$ cat config.mk
export PLATFORM = sky130hd
export DESIGN_NAME = fixed_point_vec_mul
export DESIGN_NICKNAME = d
export VERILOG_FILES = /design/src/rtl/fixed_point_vec_mul_pkg.sv /design/src/rtl/fixed_point_mul_sat.sv /design/src/rtl/fixed_point_vec_mul.sv
export SDC_FILE = /design/constraint.sdc
export NUM_CORES = 1
export LEC_CHECK = 0
export ABC_AREA = 1
export CAP_MARGIN = 20
export CORE_MARGIN = 3
export CORE_UTILIZATION = 49
export DETAILED_ROUTE_END_ITERATION = 16
export PLACE_DENSITY = 0.76
export SYNTH_ARGS = -nofsm -noshare
export SYNTH_HDL_FRONTEND = slang
export SYNTH_SLANG_ARGS = --single-unit
export TNS_END_PERCENT = 20
$ cat constraint.sdc
create_clock -name CLK -period 4.35 [get_ports CLK]
set_input_delay 0.87 -clock CLK [delete_from_list [all_inputs] [get_ports CLK]]
set_output_delay 0.87 -clock CLK [all_outputs]
set_load 0.1 [all_outputs]
$ cat src/rtl/fixed_point_vec_mul_pkg.sv
// Shared definitions for the fixed-point vector multiplier and the accumulator
// stage: FSM state encoding and a ceiling-log2 helper for counter sizing.
package fixed_point_vec_mul_pkg;

    typedef enum logic [1:0] {
        IDLE  = 2'd0,
        ISSUE = 2'd1,
        DRAIN = 2'd2
    } state_t;

    // Smallest width able to index n entries; at least 1 bit.
    function automatic int clog2(input int n);
        int w;
        w = 1;
        while ((1 << w) < n) begin
            w++;
        end
        return w;
    endfunction

endpackage

$ cat src/rtl/fixed_point_mul_sat.sv
// Registered signed fixed-point multiply: full product, arithmetic shift by
// FRAC_BITS (floor), saturate to WIDTH bits. One-cycle latency.
module fixed_point_mul_sat #(
    parameter int WIDTH     = 8,
    parameter int FRAC_BITS = 3
) (
    input  logic             CLK,
    input  logic             RSTN,
    input  logic [WIDTH-1:0] VALUE_A_IN,
    input  logic [WIDTH-1:0] VALUE_B_IN,
    input  logic             VALID_IN,
    output logic [WIDTH-1:0] VALUE_OUT,
    output logic             VALID_OUT
);

    localparam int PW = 2 * WIDTH;
    localparam logic signed [PW-1:0] SAT_MAX = PW'((2 ** (WIDTH - 1)) - 1);
    localparam logic signed [PW-1:0] SAT_MIN = PW'(-(2 ** (WIDTH - 1)));

    logic signed [PW-1:0]    full_prod;
    logic signed [PW-1:0]    shifted;
    logic        [WIDTH-1:0] sat_d;
    logic        [WIDTH-1:0] value_q;
    logic                    valid_q;

    always_comb begin
        full_prod = $signed(VALUE_A_IN) * $signed(VALUE_B_IN);
        shifted   = full_prod >>> FRAC_BITS;
        if (shifted > SAT_MAX) begin
            sat_d = SAT_MAX[WIDTH-1:0];
        end else if (shifted < SAT_MIN) begin
            sat_d = SAT_MIN[WIDTH-1:0];
        end else begin
            sat_d = shifted[WIDTH-1:0];
        end
    end

    always_ff @(posedge CLK or negedge RSTN) begin
        if (!RSTN) begin
            value_q <= '0;
            valid_q <= 1'b0;
        end else begin
            valid_q <= VALID_IN;
            if (VALID_IN) begin
                value_q <= sat_d;
            end
        end
    end

    assign VALUE_OUT = value_q;
    assign VALID_OUT = valid_q;

endmodule

$ cat src/rtl/fixed_point_vec_mul.sv
// Element-wise fixed-point vector multiplier feeding the neuron accumulator.
// One shared multiplier is time-multiplexed; all products publish together.
module fixed_point_vec_mul
    import fixed_point_vec_mul_pkg::*;
#(
    parameter int WIDTH       = 8,
    parameter int FRAC_BITS   = 3,
    parameter int NUM_OUTPUTS = 16
) (
    input  logic                         CLK,
    input  logic                         RSTN,
    input  logic [NUM_OUTPUTS*WIDTH-1:0] VALUES_IN,
    input  logic [NUM_OUTPUTS*WIDTH-1:0] WEIGHTS_IN,
    input  logic                         VALID_IN,
    output logic                         BUSY_OUT,
    output logic [NUM_OUTPUTS*WIDTH-1:0] VALUES_OUT,
    output logic                         VALID_OUT
);

    localparam int CNT_W = clog2(NUM_OUTPUTS);
    localparam logic [CNT_W-1:0] LAST_IDX = CNT_W'(NUM_OUTPUTS - 1);

    state_t state_q, state_d;

    logic [NUM_OUTPUTS-1:0][WIDTH-1:0] val_q;
    logic [NUM_OUTPUTS-1:0][WIDTH-1:0] wgt_q;
    logic [NUM_OUTPUTS-1:0][WIDTH-1:0] work_q;
    logic [NUM_OUTPUTS-1:0][WIDTH-1:0] work_d;
    logic [NUM_OUTPUTS-1:0][WIDTH-1:0] out_q;

    logic [CNT_W-1:0] issue_cnt_q;
    logic [CNT_W-1:0] wr_cnt_q;
    logic [WIDTH-1:0] mul_a_q;
    logic [WIDTH-1:0] mul_b_q;
    logic             mul_en_q;
    logic             valid_out_q;

    logic [WIDTH-1:0] prod;
    logic             prod_vld;
    logic             start;
    logic             last_issue;
    logic             last_wr;

    assign start      = (state_q == IDLE) && VALID_IN;
    assign last_issue = (state_q == ISSUE) && (issue_cnt_q == LAST_IDX);
    assign last_wr    = prod_vld && (wr_cnt_q == LAST_IDX);

    fixed_point_mul_sat #(
        .WIDTH     (WIDTH),
        .FRAC_BITS (FRAC_BITS)
    ) u_mul (
        .CLK        (CLK),
        .RSTN       (RSTN),
        .VALUE_A_IN (mul_a_q),
        .VALUE_B_IN (mul_b_q),
        .VALID_IN   (mul_en_q),
        .VALUE_OUT  (prod),
        .VALID_OUT  (prod_vld)
    );

    always_ff @(posedge CLK or negedge RSTN) begin
        if (!RSTN) begin
            state_q <= IDLE;
        end else begin
            state_q <= state_d;
        end
    end

    always_comb begin
        state_d = state_q;
        case (state_q)
            IDLE:    if (VALID_IN)   state_d = ISSUE;
            ISSUE:   if (last_issue) state_d = DRAIN;
            DRAIN:   state_d = DRAIN;
            default: state_d = IDLE;
        endcase
        // The final product closes the operation regardless of state.
        if (last_wr) begin
            state_d = IDLE;
        end
    end

    // Working register with the incoming product merged, so the last product
    // lands in VALUES_OUT on the same edge it arrives.
    always_comb begin
        work_d = work_q;
        work_d[wr_cnt_q] = prod;
    end

    always_ff @(posedge CLK or negedge RSTN) begin
        if (!RSTN) begin
            val_q       <= '0;
            wgt_q       <= '0;
            work_q      <= '0;
            out_q       <= '0;
            issue_cnt_q <= '0;
            wr_cnt_q    <= '0;
            mul_a_q     <= '0;
            mul_b_q     <= '0;
            mul_en_q    <= 1'b0;
            valid_out_q <= 1'b0;
        end else begin
            valid_out_q <= 1'b0;
            mul_en_q    <= 1'b0;

            if (start) begin
                val_q       <= VALUES_IN;
                wgt_q       <= WEIGHTS_IN;
                issue_cnt_q <= '0;
                wr_cnt_q    <= '0;
            end

            if (state_q == ISSUE) begin
                mul_a_q     <= val_q[issue_cnt_q];
                mul_b_q     <= wgt_q[issue_cnt_q];
                mul_en_q    <= 1'b1;
                issue_cnt_q <= issue_cnt_q + CNT_W'(1);
            end

            if (prod_vld) begin
                work_q   <= work_d;
                wr_cnt_q <= wr_cnt_q + CNT_W'(1);
                if (last_wr) begin
                    out_q       <= work_d;
                    valid_out_q <= 1'b1;
                    wr_cnt_q    <= '0;
                end
            end
        end
    end

    assign BUSY_OUT   = (state_q != IDLE);
    assign VALUES_OUT = out_q;
    assign VALID_OUT  = valid_out_q;

endmodule

Figure 1. Clock wiring as the flow saved it.
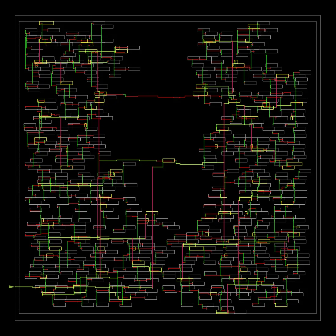
Latency at later pin: 0.61 ns
CTS buffer count: 54
sequential cells: 541

Figure 2. The metal 1 layer.
Supply wires on this layer in gray. Cells faint in the background.
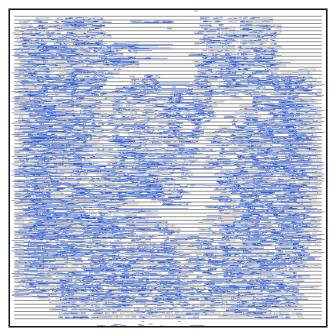
3,125 nets have wire on it. The layer carries 29.4 mm of wire. The wires run mostly horizontal. The layer holds 41% of the routed length. The longest straight run is 67.2 um.

Figure 3. Cell sizes after repair.
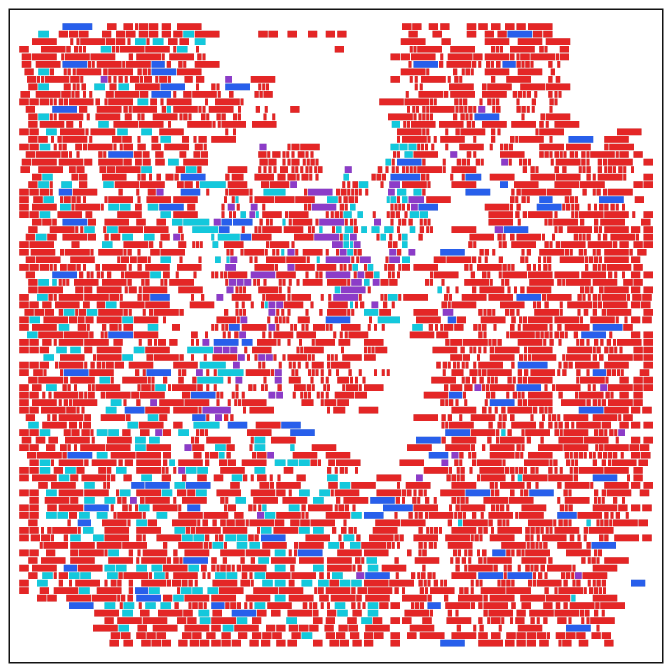
Key: _0 and _1 cells = red [cells 2,689, share 86%]; _3 and _4 cells = purple [cells 88, share 2.8%]; _2 cells = cyan [cells 260, share 8.3%]; _6 and larger = blue [cells 94, share 3.0%]

==> run summary <==
yosys + openroad results -> status=finished with violations, failing checks=negative setup slack, highest metal used=met5, relative slew slack=0.260, Routed wire per std cell=18.7 um, final antenna-violating net count=0, Core Region=51,800 um2, Worst IR Drop VDD=1.29 mV, CTS HTree Levels=2, fill count=4,131, Mapped Nets=3,092, Worst Tran Pin Value=1.11 ns, number of setup violations in the final report=7, Design Power=31.8 mW, number of global-route vias before repair=21,100, fin crit period=4.41 ns, first-pass GRT wire length=113,000 um, Ys Warns=0, element type at the critical path end=flop, Static Leak=15.1 nW, nets=3,435, final worst slack=-0.0601 ns, count of pins over their slew limit=0, Post-Place Setup Slack=-0.282 ns, synthesized cell area=25,900 um2, PwrDens=971 nW/um2, Yosys Chip Area=25,900 um2, CP max FO=7, Log Warnings=40, Setup crit start=mul_a_q[7]$_DFFE_PN0P_, # port buffers=388, most used routing layer=met2, most frequent cells in the layout=532 x dfrtp_1, 458 x nand2_1, 387 x clkdlybuf4s50_1, Mapped Cells=2,744, Critical Path AT=4.89 ns, drt pass-1 iters=5, top cells by area=dfrtp_1 52%, mux2_2 8.0%, nand2_1 6.9%, Clock Path Buffers=3, DRT iter0 DRCs=1,724, largest net degree at the start of global routing=142, Period Utilization, post-route=1.01, Final Util=0.632, wl on met1=29,400 um, WP data required=4.83 ns, met3 WL post-DR=4440 um, die height=236 um, via count=20,800, chip area=55,600 um2, Worst-path clk slew=0.06 ns, DP HPWL=50,000 um, dominant cell by count in the synthesized netlist=dfrtp_1, main flop type=dfrtp_1, Seq cells post-synth=541, met1 GRT Util=0.325
Figure 4. Clock distribution.
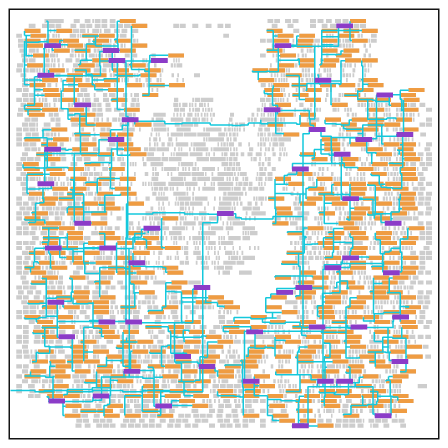
Key: flip-flops = orange [count 541]; clock drivers = purple [count 54]; clock wires = cyan [length 6,390 um]
Position of the flops: spread over the die.

Figure 5. Cell classes on the final placement.
Scale bar: 50 um.
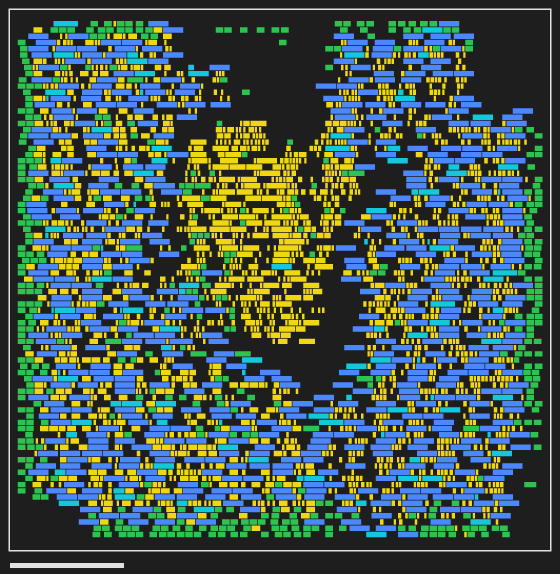
Key: clock drivers and dummy loads = cyan [cells 100, share of their area 5.9%]; other buffers and delay cells = green [cells 466, share of their area 14%]; combinational and other logic = yellow [cells 2,024, share of their area 37%]; flops = blue [cells 541, share of their area 42%]

[layout make-up]
class,count,area (um2),share of cell area
repair buffers,466,4620,0.141
flip-flops and latches,541,13600,0.414
clock buffers,77,1590,0.0485
multi-input cells,1765,10900,0.332
diodes,5,12.5,0.000382
clock inverters,23,285,0.00871
inverters,259,985,0.0301
well taps,680,851,0.0260
[what timing repair did]
action                                 CTS  global route
resized                                 62             7
buffers inserted                        10             2
setup endpoints to repair                8             8
hold buffers                             0             0
endpoints found under the hold margin    0             0
pin swaps                               46             5
[critical path, stage by stage, from the launching register on]
cell and delay (ns):
dfrtp_2 0.45, buf_4 0.16, nand2_4 0.06, inv_1 0.05, fa_2 0.57, inv_4 0.06, fa_1 0.58, fa_1 0.45
fa_1 0.51, inv_1 0.06, ha_4 0.26, inv_1 0.11, o21ai_0 0.08, nor2_1 0.16, nand4_1 0.13, nand2_2 0.11
nand3_2 0.10, a21oi_4 0.18, buf_12 0.14, a21oi_2 0.05
[cells by family (layout without fill, tap and decap cells)]
family	Yosys count	count (layout)	synth area share
xor+xnor	15	15	0.00507
simple gates	827	827	0.125
fa+ha+maj	89	89	0.0590
flops	541	541	0.523
mux	184	184	0.0800
compound gates	650	650	0.141
buf+inv	438	825	0.0672
other cells	0	5	0
[report_power, final]
group          internal (mW)  switching [mW]
clock                   2.85            2.00
sequential              6.83            1.14
combinational           7.93            11.1
[metrics by stage]
| stage | TNS (ns) | cell area, um2 | cells |
|---|---|---|---|
| 3_5_place_dp | -2.01 | 30500 | 3699 |
| 6_report | -0.316 | 32800 | 3816 |
| 5_1_grt | -1.76 | 32800 | 3815 |
| 4_1_cts | 0 | 32700 | 3809 |
| 3_3_place_gp | -1.14 | 30500 | 3699 |
| 2_1_floorplan | 0 | 25900 | 2744 |
No activity file was given, so power comes from the tool's default toggle rates.
